<file path="src/rtl/arb_pkg.sv">
// ----------------------------------------------------------------------------
// arb_pkg
//   Shared constants and the FSM state type for rr_decoder_arbiter.
//   N_REQ : number of requesters sharing the downstream resource.
//   IDX_W : width of a requester index (log2 of N_REQ).
// ----------------------------------------------------------------------------
package arb_pkg;

  localparam int N_REQ = 8;
  localparam int IDX_W = 3;

  // IDLE  : nobody owns the resource
  // GRANT : exactly one owner, gnt is its one-hot code
  // GAP   : single dead turnaround cycle after a grant ends
  typedef enum logic [1:0] {
    IDLE  = 2'd0,
    GRANT = 2'd1,
    GAP   = 2'd2
  } arb_state_e;

endpackage : arb_pkg

</file>
<file path="src/rtl/decoder_3_to_8.sv">
// ----------------------------------------------------------------------------
// decoder_3_to_8
//   Plain combinational binary-to-one-hot decoder.
//   a_i [2:0] : binary select
//   y_o [7:0] : one-hot output, y_o[a_i] = 1, all other bits 0
// ----------------------------------------------------------------------------
module decoder_3_to_8 (
  input  logic [2:0] a_i,
  output logic [7:0] y_o
);

  for (genvar gi = 0; gi < 8; gi++) begin : g_dec
    assign y_o[gi] = (a_i == 3'(gi));
  end

endmodule : decoder_3_to_8

</file>
<file path="src/rtl/rr_decoder_arbiter.sv">
// ----------------------------------------------------------------------------
// rr_decoder_arbiter
//   Round-robin scheduler for eight requesters sharing one resource. The
//   winning index is decoded by decoder_3_to_8 and registered as a one-hot
//   grant. A grant is held until the owner drops its request, followed by a
//   single dead GAP cycle before the next arbitration result is visible.
//
//   Optional feature, macro ARB_TIMEOUT_EN:
//     defined   - a saturating hold counter revokes a grant after HOLD_MAX
//                 cycles and pulses timeout for one cycle.
//     undefined - no counter, timeout is constant 0, grants are held until
//                 released. HOLD_MAX / CNT_W are still range-checked.
//
//   Parameters:
//     HOLD_MAX  maximum grant length in cycles (1 .. 2^CNT_W-1)
//     CNT_W     hold counter width
//   Ports:
//     clk        rising-edge clock
//     rst        asynchronous active-high reset
//     req  [7:0] request vector, bit i = requester i wants the resource
//     gnt  [7:0] registered one-hot grant, 0 when nobody owns the resource
//     gnt_idx    binary index of the owner, meaningful while gnt_valid = 1
//     gnt_valid  high while a grant is held
//     timeout    one-cycle pulse when the hold timer revokes a grant
// ----------------------------------------------------------------------------
module rr_decoder_arbiter
  import arb_pkg::*;
#(
  parameter int HOLD_MAX = 15,
  parameter int CNT_W    = 4
) (
  input  logic             clk,
  input  logic             rst,
  input  logic [N_REQ-1:0] req,
  output logic [N_REQ-1:0] gnt,
  output logic [IDX_W-1:0] gnt_idx,
  output logic             gnt_valid,
  output logic             timeout
);

  // Reject HOLD_MAX values the counter cannot represent.
  if (HOLD_MAX < 1 || HOLD_MAX > (1 << CNT_W) - 1) begin : g_bad_hold_max
    $error("rr_decoder_arbiter: HOLD_MAX out of range for CNT_W");
  end

  arb_state_e       state_q, state_d;
  logic [IDX_W-1:0] last_q, last_d;
  logic [IDX_W-1:0] idx_q, idx_d;
  logic [N_REQ-1:0] gnt_q, gnt_d;
  logic             valid_q, valid_d;
  logic             to_q, to_d;

  logic             hold_expired;
  logic [N_REQ-1:0] dec_y;

  // --------------------------------------------------------------------------
  // Rotating priority search.
  // req_rot[k] is the request of requester (last_q + 1 + k) mod 8, so the
  // lowest set bit of req_rot is the first requester found searching upward
  // from the one after the last winner. The previous winner sits at k = 7 and
  // therefore only wins when nobody else is asking.
  // --------------------------------------------------------------------------
  logic [N_REQ-1:0] req_rot;
  logic [IDX_W-1:0] win_ofs;
  logic [IDX_W-1:0] win_idx;
  logic             win_found;

  for (genvar gi = 0; gi < N_REQ; gi++) begin : g_rot
    assign req_rot[gi] = req[last_q + IDX_W'(gi + 1)];
  end

  // Scan from the top down so the lowest set offset is the one left standing.
  always_comb begin
    win_found = 1'b0;
    win_ofs   = '0;
    for (int k = N_REQ - 1; k >= 0; k--) begin
      if (req_rot[k]) begin
        win_found = 1'b1;
        win_ofs   = IDX_W'(k);
      end
    end
  end

  // 3-bit arithmetic wraps 7 -> 0 naturally.
  assign win_idx = last_q + IDX_W'(1) + win_ofs;

  // --------------------------------------------------------------------------
  // Optional hold timer
  // --------------------------------------------------------------------------
`ifdef ARB_TIMEOUT_EN
  localparam logic [CNT_W-1:0] HOLD_LIM = CNT_W'(HOLD_MAX);

  logic [CNT_W-1:0] cnt_q, cnt_d;

  assign hold_expired = (cnt_q == HOLD_LIM);

  // Loads 1 on entry to GRANT, counts while the grant is kept, saturates.
  always_comb begin
    cnt_d = cnt_q;
    if (state_q != GRANT && state_d == GRANT) begin
      cnt_d = CNT_W'(1);
    end else if (state_q == GRANT && state_d == GRANT && cnt_q != '1) begin
      cnt_d = cnt_q + CNT_W'(1);
    end
  end

  always_ff @(posedge clk or posedge rst) begin
    if (rst) begin
      cnt_q <= '0;
    end else begin
      cnt_q <= cnt_d;
    end
  end
`else
  assign hold_expired = 1'b0;
`endif

  // --------------------------------------------------------------------------
  // Next-state logic
  // --------------------------------------------------------------------------
  always_comb begin
    state_d = state_q;
    idx_d   = idx_q;
    last_d  = last_q;
    to_d    = 1'b0;

    unique case (state_q)
      IDLE, GAP: begin
        if (win_found) begin
          state_d = GRANT;
          idx_d   = win_idx;
          last_d  = win_idx;
        end else begin
          state_d = IDLE;
        end
      end
      GRANT: begin
        // Release is tested first so a simultaneous release never reports
        // a timeout. Other requesters' bits are ignored here.
        if (!req[idx_q]) begin
          state_d = GAP;
        end else if (hold_expired) begin
          state_d = GAP;
          to_d    = 1'b1;
        end
      end
      default: begin
        state_d = IDLE;
      end
    endcase

    valid_d = (state_d == GRANT);
  end

  // The decoder sees the next owner index; its output is only registered
  // into gnt when the next state actually holds a grant.
  decoder_3_to_8 u_dec (
    .a_i (idx_d),
    .y_o (dec_y)
  );

  assign gnt_d = valid_d ? dec_y : '0;

  // --------------------------------------------------------------------------
  // State and output registers
  // --------------------------------------------------------------------------
  always_ff @(posedge clk or posedge rst) begin
    if (rst) begin
      state_q <= IDLE;
      last_q  <= IDX_W'(N_REQ - 1);   // first search starts at requester 0
      idx_q   <= '0;
      gnt_q   <= '0;
      valid_q <= 1'b0;
      to_q    <= 1'b0;
    end else begin
      state_q <= state_d;
      last_q  <= last_d;
      idx_q   <= idx_d;
      gnt_q   <= gnt_d;
      valid_q <= valid_d;
      to_q    <= to_d;
    end
  end

  assign gnt       = gnt_q;
  assign gnt_idx   = idx_q;
  assign gnt_valid = valid_q;
  assign timeout   = to_q;

endmodule : rr_decoder_arbiter
</file>
<file path="config.mk">
export PLATFORM = sky130hd
export DESIGN_NAME = rr_decoder_arbiter
export DESIGN_NICKNAME = d
export VERILOG_FILES = /design/src/rtl/arb_pkg.sv /design/src/rtl/decoder_3_to_8.sv /design/src/rtl/rr_decoder_arbiter.sv
export SDC_FILE = /design/constraint.sdc
export NUM_CORES = 1
export LEC_CHECK = 0
export CAP_MARGIN = 20
export CORE_MARGIN = 8
export CORE_UTILIZATION = 53
export CTS_CLUSTER_DIAMETER = 100
export CTS_CLUSTER_SIZE = 12
export DETAILED_ROUTE_END_ITERATION = 10
export GPL_TIMING_DRIVEN = 0
export MAX_ROUTING_LAYER = met4
export PLACE_DENSITY = 0.78
export SLEW_MARGIN = 40
export SYNTH_ARGS = -nofsm -noshare
export SYNTH_HDL_FRONTEND = slang
export SYNTH_SLANG_ARGS = --single-unit
</file>
<file path="constraint.sdc">
create_clock -name clk -period 5 [get_ports clk]
set_clock_uncertainty 0.2 [all_clocks]
set_input_delay 1 -clock clk [delete_from_list [all_inputs] [get_ports clk]]
set_output_delay 1 -clock clk [all_outputs]
set_load 0.1 [all_outputs]
</file>
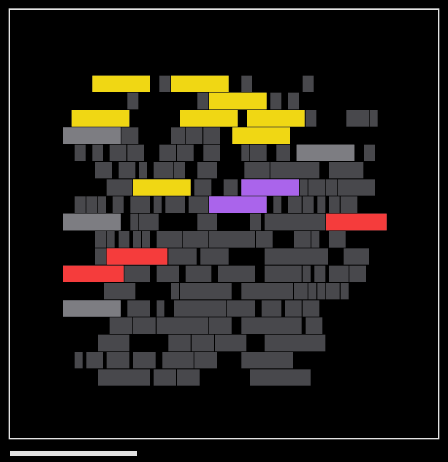
Figure 1: run 1, sequential cells coloured by netlist name.
The bar under the picture is 20 um long. Other sequential cells in the stronger grey, the rest of the logic in the fainter grey.
- purple: state_q (sequential cells 2)
- red: last_q (sequential cells 3)
- yellow: gnt (sequential cells 8; where top centre)
- not coloured: 4
area of all sequential standard cells: 429 um2
utilization after layout: 64.5%
sequential cell area share: 26.6%

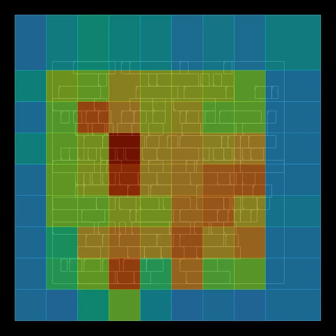
Figure 2: run 1, routing congestion map.
met1 Usage GRT: 18.7%
met3 track demand over resource: 3.81%

==> summary.rpt, run 1 <==
=== SYNTHESIS / PLACE & ROUTE SUMMARY ===
----------------------------------------------------
[Placement]
  Minimum setup slack after placement ........................ 0.364 ns
  Placed cell count ........................ 167
  Weighted congestion at the end of routability-driven global placement ........................ 0.893
  Area after DPL ........................ 0.00159 mm2
  Input/output buffers ........................ 21
  Final HPWL from detailed placement ........................ 2420 um

[Layout]
  Number of fill cells in the layout ........................ 197
  Number of antenna diodes ........................ 0
  Number of standard cells in the final layout excluding fillers ........................ 171
  Nets ........................ 156
  Comb. cell area ........................ 883 um2
  Cell area after layout ........................ 0.00161 mm2
  Most used cells in the layout excluding fill and tap cells ........................ 14 x dfrtp_1, 12 x buf_2, 9 x a211oi_1, 9 x clkdlybuf4s50_1, 7 x inv_1

[Setup path]
  Slack of the worst reg-to-reg path ........................ 0.55 ns
  Required time at the worst-slack endpoint ........................ 4.96 ns
  Capture instance of the worst register-to-register path ........................ gnt[6]
  CP Launch Type ........................ flip-flop
  Critical Path Fanout Max ........................ 9
  Worst path bufs/invs ........................ 2

[Clocking]
  Count of buffers added by post-CTS timing repair for setup ........................ 0
  Number of instances resized during post-cts repair ........................ 0
  Clock transition time at the flip-flop clock pins of the worst setup and hold paths ........................ 0.09 ns
  Worst-skew pair later-pin latency ........................ 0.29 ns
  Post-CTS Hold Buffers ........................ 0
  Number of sinks handled by clock tree synthesis ........................ 17
  Maximum buffer depth of the clock tree ........................ 2

[Detailed routing]
  Final wirelength ........................ 2990 um
  Antenna-violating nets left ........................ 0
  Remaining DRCs ........................ 0
  Number of detailed-routing iterations run before antenna repair ........................ 4

[STA]
  Slew at the pin with the worst max-slew slack ........................ 0.651 ns
  Min cycle time layout ........................ 4.45 ns
  Maximum achievable frequency ........................ 225 MHz
  Final Setup Violations ........................ 0

[GRT]
  GRT Overall Usage ........................ 14.8%
  GR Overflow Total ........................ 0
  Largest net degree at the start of global routing ........................ 18
  Antenna violations before repair ........................ 0
  Vias in the first global route ........................ 1043

[Hold path]
  HP Start ........................ state_q[1]
  Worst-case hold path end point ........................ state_q[1]
  HP Class ........................ flip-flop to flip-flop

[Logic synthesis]
  Ys Warns ........................ 0
  Proportion of netlist area held by the largest area contributor ........................ 25.0%
  Post-synth seq share ........................ 30.7%
  Avg Cell Area, Syn ........................ 12.1 um2
  Main flop type ........................ dfrtp_1
  Number of unique standard cell types used by synthesis ........................ 37
  Post-synthesis instance area ........................ 0.00140 mm2
  Ys async rst share ........................ 100%
  Top area cell types ........................ dfrtp_1 25%, mux4_2 9.7%, mux4_1 7.5%
  List of most frequent post-synthesis cells ........................ 14 x dfrtp_1, 9 x a211oi_1, 7 x inv_1

[Floorplan]
  Vertical die dimension ........................ 67.4 um
  Die X-Extent ........................ 67.4 um

[Status]
  Status ........................ completed

[Flow run]
  Max Cap Viol ........................ 0

----------------------------------------------------
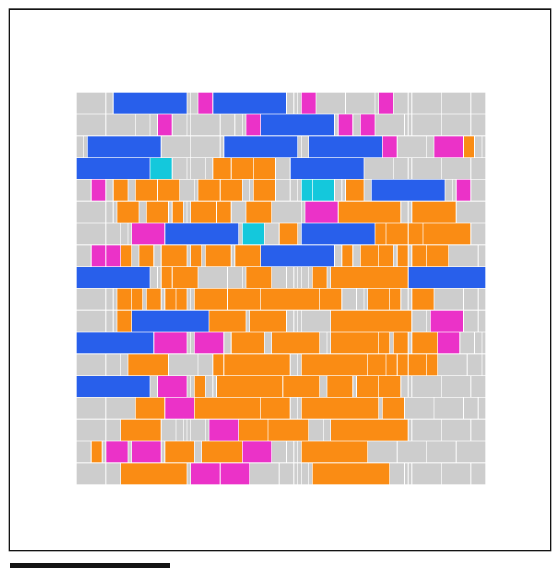
Figure 3: run 1, placed cells, one colour a class.
The bar under the picture is 20 um long. Fill, decap, tap and diode cells in grey.
- magenta: other buffers and delay cells (cells 27; share of their area 13%)
- blue: flops (cells 17; share of their area 27%)
- orange: combinational and other logic (cells 93; share of their area 58%)
- cyan: clock drivers and dummy loads (cells 4; share of their area 1.7%)

run 1: sequential cells by signal, summed over array words and instances, names as in the netlist:
name	count
gnt	8
gnt_idx	3
gnt_valid	1
last_q	3
state_q	2
run 1: worst max-delay path by stage:
stage               cells after the start  slack [ns]       from     end
floorplan                              14        1.05  last_q[0]  gnt[4]
global placement                       11        0.39     req[5]  gnt[6]
detailed placement                     11        0.36     req[1]  gnt[4]
CTS                                    14        0.57  last_q[0]  gnt[5]
global route                           14        0.27  last_q[0]  gnt[6]
finish                                 14        0.55  last_q[0]  gnt[6]
run 1: metal layers:
metal | vias up | track usage (%) | part of all wire [%]
li1 | 499 | - | -
met1 | 523 | 18.7 | 45
met2 | 23 | 23.4 | 50
met3 | 2 | 3.81 | 4.7
met4 | 0 | 2.87 | 0.33
met5 | - | - | 0
run 1: kinds of logic after synthesis:
family,share of synthesized area [%]
buffers and inverters,6.17
adders and majority gates,4.11
AOI/OAI and AO/OA,19.6
DFF,30.7
and+or+nand+nor,9.12
xor gates and xnor gates,3.67
other,0.268
muxes,26.4
run 1: layout make-up:
| cell class | count | area share [%] |
|---|---|---|
| Inverter | 7 | 1.63 |
| Tap cell | 30 | 2.33 |
| Clock buffer | 4 | 1.63 |
| Buffer | 6 | 3.72 |
| Sequential cell | 17 | 26.6 |
| Multi-Input combinational cell | 86 | 54.8 |
| Timing Repair Buffer | 21 | 9.31 |
run 1: through the flow:
| stage | utilization [%] | hold WS (ns) |
|---|---|---|
| finish | 64.5 | 0.229 |
| global placement | 65.9 | 0.209 |
| CTS | 64.5 | 0.231 |
| detailed placement | 63.5 | 0.218 |
| global route | 64.5 | 0.256 |
| floorplan | - | 0.200 |
Figure 4. Local utilization (run 1).
The die is cut into 7 by 7 equal tiles; black is low, pale yellow is high, 0 to 100% covered.
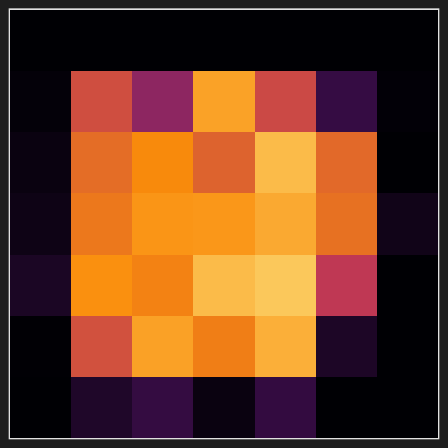

==> run 2: changes to the inputs <==
--- a/config.mk
+++ b/config.mk
@@ -7,13 +7,13 @@
 export LEC_CHECK = 0
 export CAP_MARGIN = 20
 export CORE_MARGIN = 8
-export CORE_UTILIZATION = 53
+export CORE_UTILIZATION = 57
 export CTS_CLUSTER_DIAMETER = 100
 export CTS_CLUSTER_SIZE = 12
 export DETAILED_ROUTE_END_ITERATION = 10
 export GPL_TIMING_DRIVEN = 0
 export MAX_ROUTING_LAYER = met4
-export PLACE_DENSITY = 0.78
+export PLACE_DENSITY = 0.84
 export SLEW_MARGIN = 40
 export SYNTH_ARGS = -nofsm -noshare
 export SYNTH_HDL_FRONTEND = slang
==> constraint.sdc (replaced) <==
create_clock -name clk -period 5.2 [get_ports clk]
set_clock_uncertainty 0.2 [all_clocks]
set_input_delay 1.04 -clock clk [delete_from_list [all_inputs] [get_ports clk]]
set_output_delay 1.04 -clock clk [all_outputs]
set_load 0.1 [all_outputs]
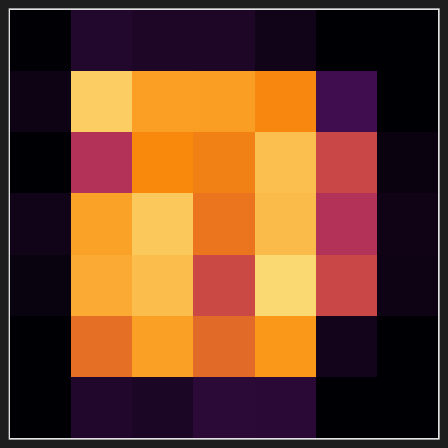
Figure 5: run 2, local utilization.
The die is cut into 7 by 7 equal tiles; black is low, pale yellow is high, 0 to 100% covered.
- mean over tiles: 37%
- tiles over 75% full: 25%
- nearly empty tiles: 20%
- fullest tile: 92%
- densest ninth of the die: centre
fp_density: 58.0%
utilization after layout: 66.9%
total core area: 0.00241 mm2

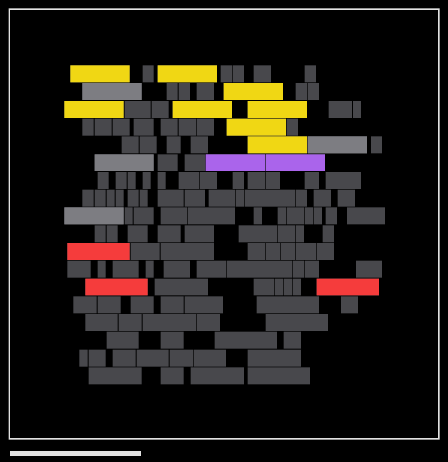
Figure 6: run 2, sequential cells coloured by netlist name.
The bar under the picture is 20 um long. Other sequential cells in the stronger grey, the rest of the logic in the fainter grey.
- purple: state_q (sequential cells 2)
- red: last_q (sequential cells 3)
- yellow: gnt (sequential cells 8; where top centre)
- not coloured: 4

==> summary.rpt, run 2 <==
=== SYNTHESIS / PLACE & ROUTE SUMMARY ===
----------------------------------------------------
[Detailed routing]
  Violation count after the first detailed-routing iteration ........................ 32
  Drt wl/cell ........................ 17.1 um
  Number of detailed-routing iterations run before antenna repair ........................ 4 (unchanged)
  Antenna-violating nets left ........................ 0 (unchanged)
  Remaining DRCs ........................ 0 (unchanged)
  Number of vias per cell ........................ 6.14
  Final wirelength ........................ 2920 um (-2.1%)
  Via count ........................ 1050

[Layout]
  Max FFs per register ........................ 8 (unchanged)
  Number of standard cells in the final layout excluding fillers ........................ 171 (unchanged)
  Post-synthesis to final-layout area growth ........................ 15.3%
  Most used cells in the layout excluding fill and tap cells ........................ 14 x dfrtp_1, 12 x buf_2, 9 x a211oi_1, 9 x clkdlybuf4s50_1, 7 x inv_1
  Number of fill cells in the layout ........................ 179 (-9.1%)
  Number of antenna diodes ........................ 0 (unchanged)
  Highest-count logic cell in the final layout ........................ dfrtp_1
  Cell area after layout ........................ 0.00161 mm2 (unchanged)
  Ratio of cells with drive above 1 in the final layout ........................ 34.0%
  Nets ........................ 156 (unchanged)

[Setup path]
  Source of the worst register-to-register timing path ........................ last_q[0]
  CP Launch Type ........................ input port
  Worst-case reg-to-reg path depth ........................ 14
  Kind of cell with the highest combined delay on the critical path ........................ XOR/XNOR gates
  Critical Path Fanout Max ........................ 6 (-3)
  Capture instance of the worst register-to-register path ........................ gnt[6]
  Largest stage delay on the critical path ........................ 0.58 ns
  Critical path's most frequent cell ........................ a21boi_0
  Worst path bufs/invs ........................ 1 (-1)
  Worst setup path class ........................ input port to flip-flop
  Slack of the worst reg-to-reg path ........................ 0.69 ns (+0.14 ns)
  Required time at the worst-slack endpoint ........................ 5.16 ns (+0.20 ns)
  Sort of element at the end of the critical path ........................ flip-flop
  Worst path cell trace ........................ clkdlybuf4s50_1 > mux2i_2 > mux4_1 > a21boi_0 > o31ai_1 > a21boi_0 > ha_1 > fa_1 > xnor2_1 > xor2_1 > a211oi_1
  Worst setup startpoint ........................ req[5]
  Data arrival time of the worst path ........................ 4.47 ns
  Cell with the largest stage delay on the worst path ........................ mux4_1

[Clocking]
  H-tree depth ........................ 1
  Number of instances resized during post-cts repair ........................ 0 (unchanged)
  Maximum buffer depth of the clock tree ........................ 2 (unchanged)
  Count of buffers added by post-CTS timing repair for setup ........................ 0 (unchanged)
  Post-CTS Hold Buffers ........................ 0 (unchanged)
  CTS Root Cell ........................ clkbuf_4
  Number of sinks handled by clock tree synthesis ........................ 17 (unchanged)
  TritonCTS clock tree ........................ yes
  Clock transition time at the flip-flop clock pins of the worst setup and hold paths ........................ 0.10 ns (about the same)
  Number of clock buffers inserted by TritonCTS ........................ 3
  Worst-skew pair later-pin latency ........................ 0.29 ns (about the same)

[Floorplan]
  Area enclosed by the die boundary ........................ 0.00430 mm2
  Row count ........................ 18
  Vertical die dimension ........................ 65.5 um (-2.7%)
  I/O pin cnt ........................ 23
  Die X-Extent ........................ 65.5 um (-2.7%)

[Placement]
  Input/output buffers ........................ 21 (unchanged)
  Area after DPL ........................ 0.00159 mm2 (unchanged)
  Placed cell count ........................ 167 (unchanged)
  Minimum setup slack after placement ........................ 0.409 ns (+0.0446 ns)
  Final HPWL from detailed placement ........................ 2380 um (-1.6%)
  Weighted congestion at the end of routability-driven global placement ........................ 0.881 (-1.2%)

[Logic synthesis]
  Ys async rst share ........................ 100% (unchanged)
  Proportion of netlist area held by the largest area contributor ........................ 25.0% (unchanged)
  Cell type with the largest total area ........................ dfrtp_1
  Post-synth seq share ........................ 30.7% (unchanged)
  Avg Cell Area, Syn ........................ 12.1 um2 (unchanged)
  Top-count cell post-synth ........................ dfrtp_1
  Ys Warns ........................ 0 (unchanged)
  Number of unique standard cell types used by synthesis ........................ 37 (unchanged)
  Cells after Synth ........................ 116
  Number of storage elements in the synthesis netlist ........................ 17
  Chip area line of the yosys report ........................ 0.00140 mm2
  Top area cell types ........................ dfrtp_1 25%, mux4_2 9.7%, mux4_1 7.5%
  Post-synthesis instance area ........................ 0.00140 mm2 (unchanged)
  Number of flops mapped to enable cells by yosys ........................ 0
  Main flop type ........................ dfrtp_1
  Post-synthesis cell count from yosys ........................ 116
  Net count of the mapped netlist ........................ 130
  List of most frequent post-synthesis cells ........................ 14 x dfrtp_1, 9 x a211oi_1, 7 x inv_1

[STA]
  Ratio of final minimum period to clock period ........................ 86.8%
  Final Hold Fails ........................ 0
  Fin worst setup slack ........................ 0.684 ns
  Final Setup Violations ........................ 0 (unchanged)
  Slew at the pin with the worst max-slew slack ........................ 0.618 ns (-0.0332 ns)
  Min cycle time layout ........................ 4.52 ns
  Final tally of max-slew violations ........................ 0
  Min Hold Slack ........................ 0.228 ns (-0.00125 ns)
  Tightest slew margin relative to the limit ........................ 58.8%
  Final-layout setup total negative slack ........................ 0 ns
  RSZ-0062 raised after global routing ........................ no
  Maximum achievable frequency ........................ 221 MHz

[Hold path]
  Hold path depth ........................ 1
  HP Class ........................ flip-flop to flip-flop
  HP Start ........................ state_q[1]
  Worst-case hold path end point ........................ state_q[1]

[GRT]
  GR Overflow Total ........................ 0 (unchanged)
  Largest net degree at the start of global routing ........................ 18 (unchanged)
  GRT Overall Usage ........................ 15.4% (+0.68 points)
  Vias in the first global route ........................ 1071 (+2.7%)
  Antenna violations before repair ........................ 0 (unchanged)
  Wire length of the first global-routing pass ........................ 5080 um

[Flow run]
  Number of warnings in the stage logs ........................ 27
  Max Cap Viol ........................ 0 (unchanged)

[Status]
  Status ........................ completed

----------------------------------------------------
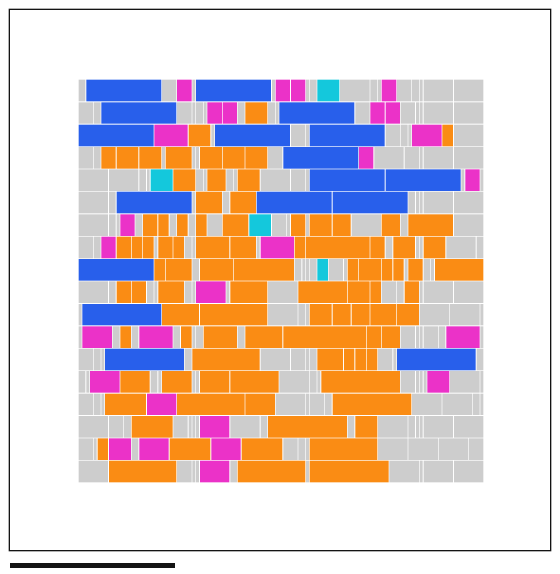
Figure 7: run 2, placed cells, one colour a class.
The bar under the picture is 20 um long. Fill, decap, tap and diode cells in grey.
- magenta: other buffers and delay cells (cells 27; share of their area 13%)
- orange: combinational and other logic (cells 93; share of their area 58%)
- cyan: clock drivers and dummy loads (cells 4; share of their area 1.7%)
- blue: flops (cells 17; share of their area 27%)

run 2: cells by family (layout without fill, tap and decap cells):
group                      count (synthesis)  count (layout)  synth area share, %
other                                      1               1                0.268
adders and majority gates                  4               4                 4.11
DFF                                       17              17                 30.7
muxes                                     21              21                 26.4
buffers and inverters                     13              38                 6.17
xor gates and xnor gates                   5               5                 3.67
and+or+nand+nor                           24              24                 9.12
AOI/OAI and AO/OA                         31              31                 19.6
run 2: cell type report:
type / instances / area, um2 / share of cell area [%]
multi-input combinational: 86 / 883 / 54.8
sequential: 17 / 429 / 26.6
timing repair buffer: 21 / 150 / 9.31
buffer: 6 / 60.1 / 3.72
tap: 30 / 37.5 / 2.33
clock buffer: 4 / 26.3 / 1.63
inverter: 7 / 26.3 / 1.63
run 2: worst max path at each step:
| stage | depth (start not counted) | slack, ns | end |
|---|---|---|---|
| after floorplan | 14 | 1.25 | gnt[4] |
| after global placement | 11 | 0.57 | gnt[5] |
| after detailed placement | 11 | 0.41 | gnt[6] |
| after CTS | 14 | 0.72 | gnt[6] |
| after global routing | 14 | 0.35 | gnt[6] |
| final | 11 | 0.68 | gnt[6] |
run 2: layer usage:
| metal | vias to the layer above | GRT usage, % | wire [um] | share of wire, % |
|---|---|---|---|---|
| li1 | 498 | - | - | - |
| met1 | 528 | 18.8 | 1320 | 45 |
| met2 | 15 | 24.2 | 1470 | 50 |
| met3 | 9 | 3.57 | 67 | 2.3 |
| met4 | 0 | 5.99 | 71 | 2.4 |
| met5 | - | - | 0 | 0 |
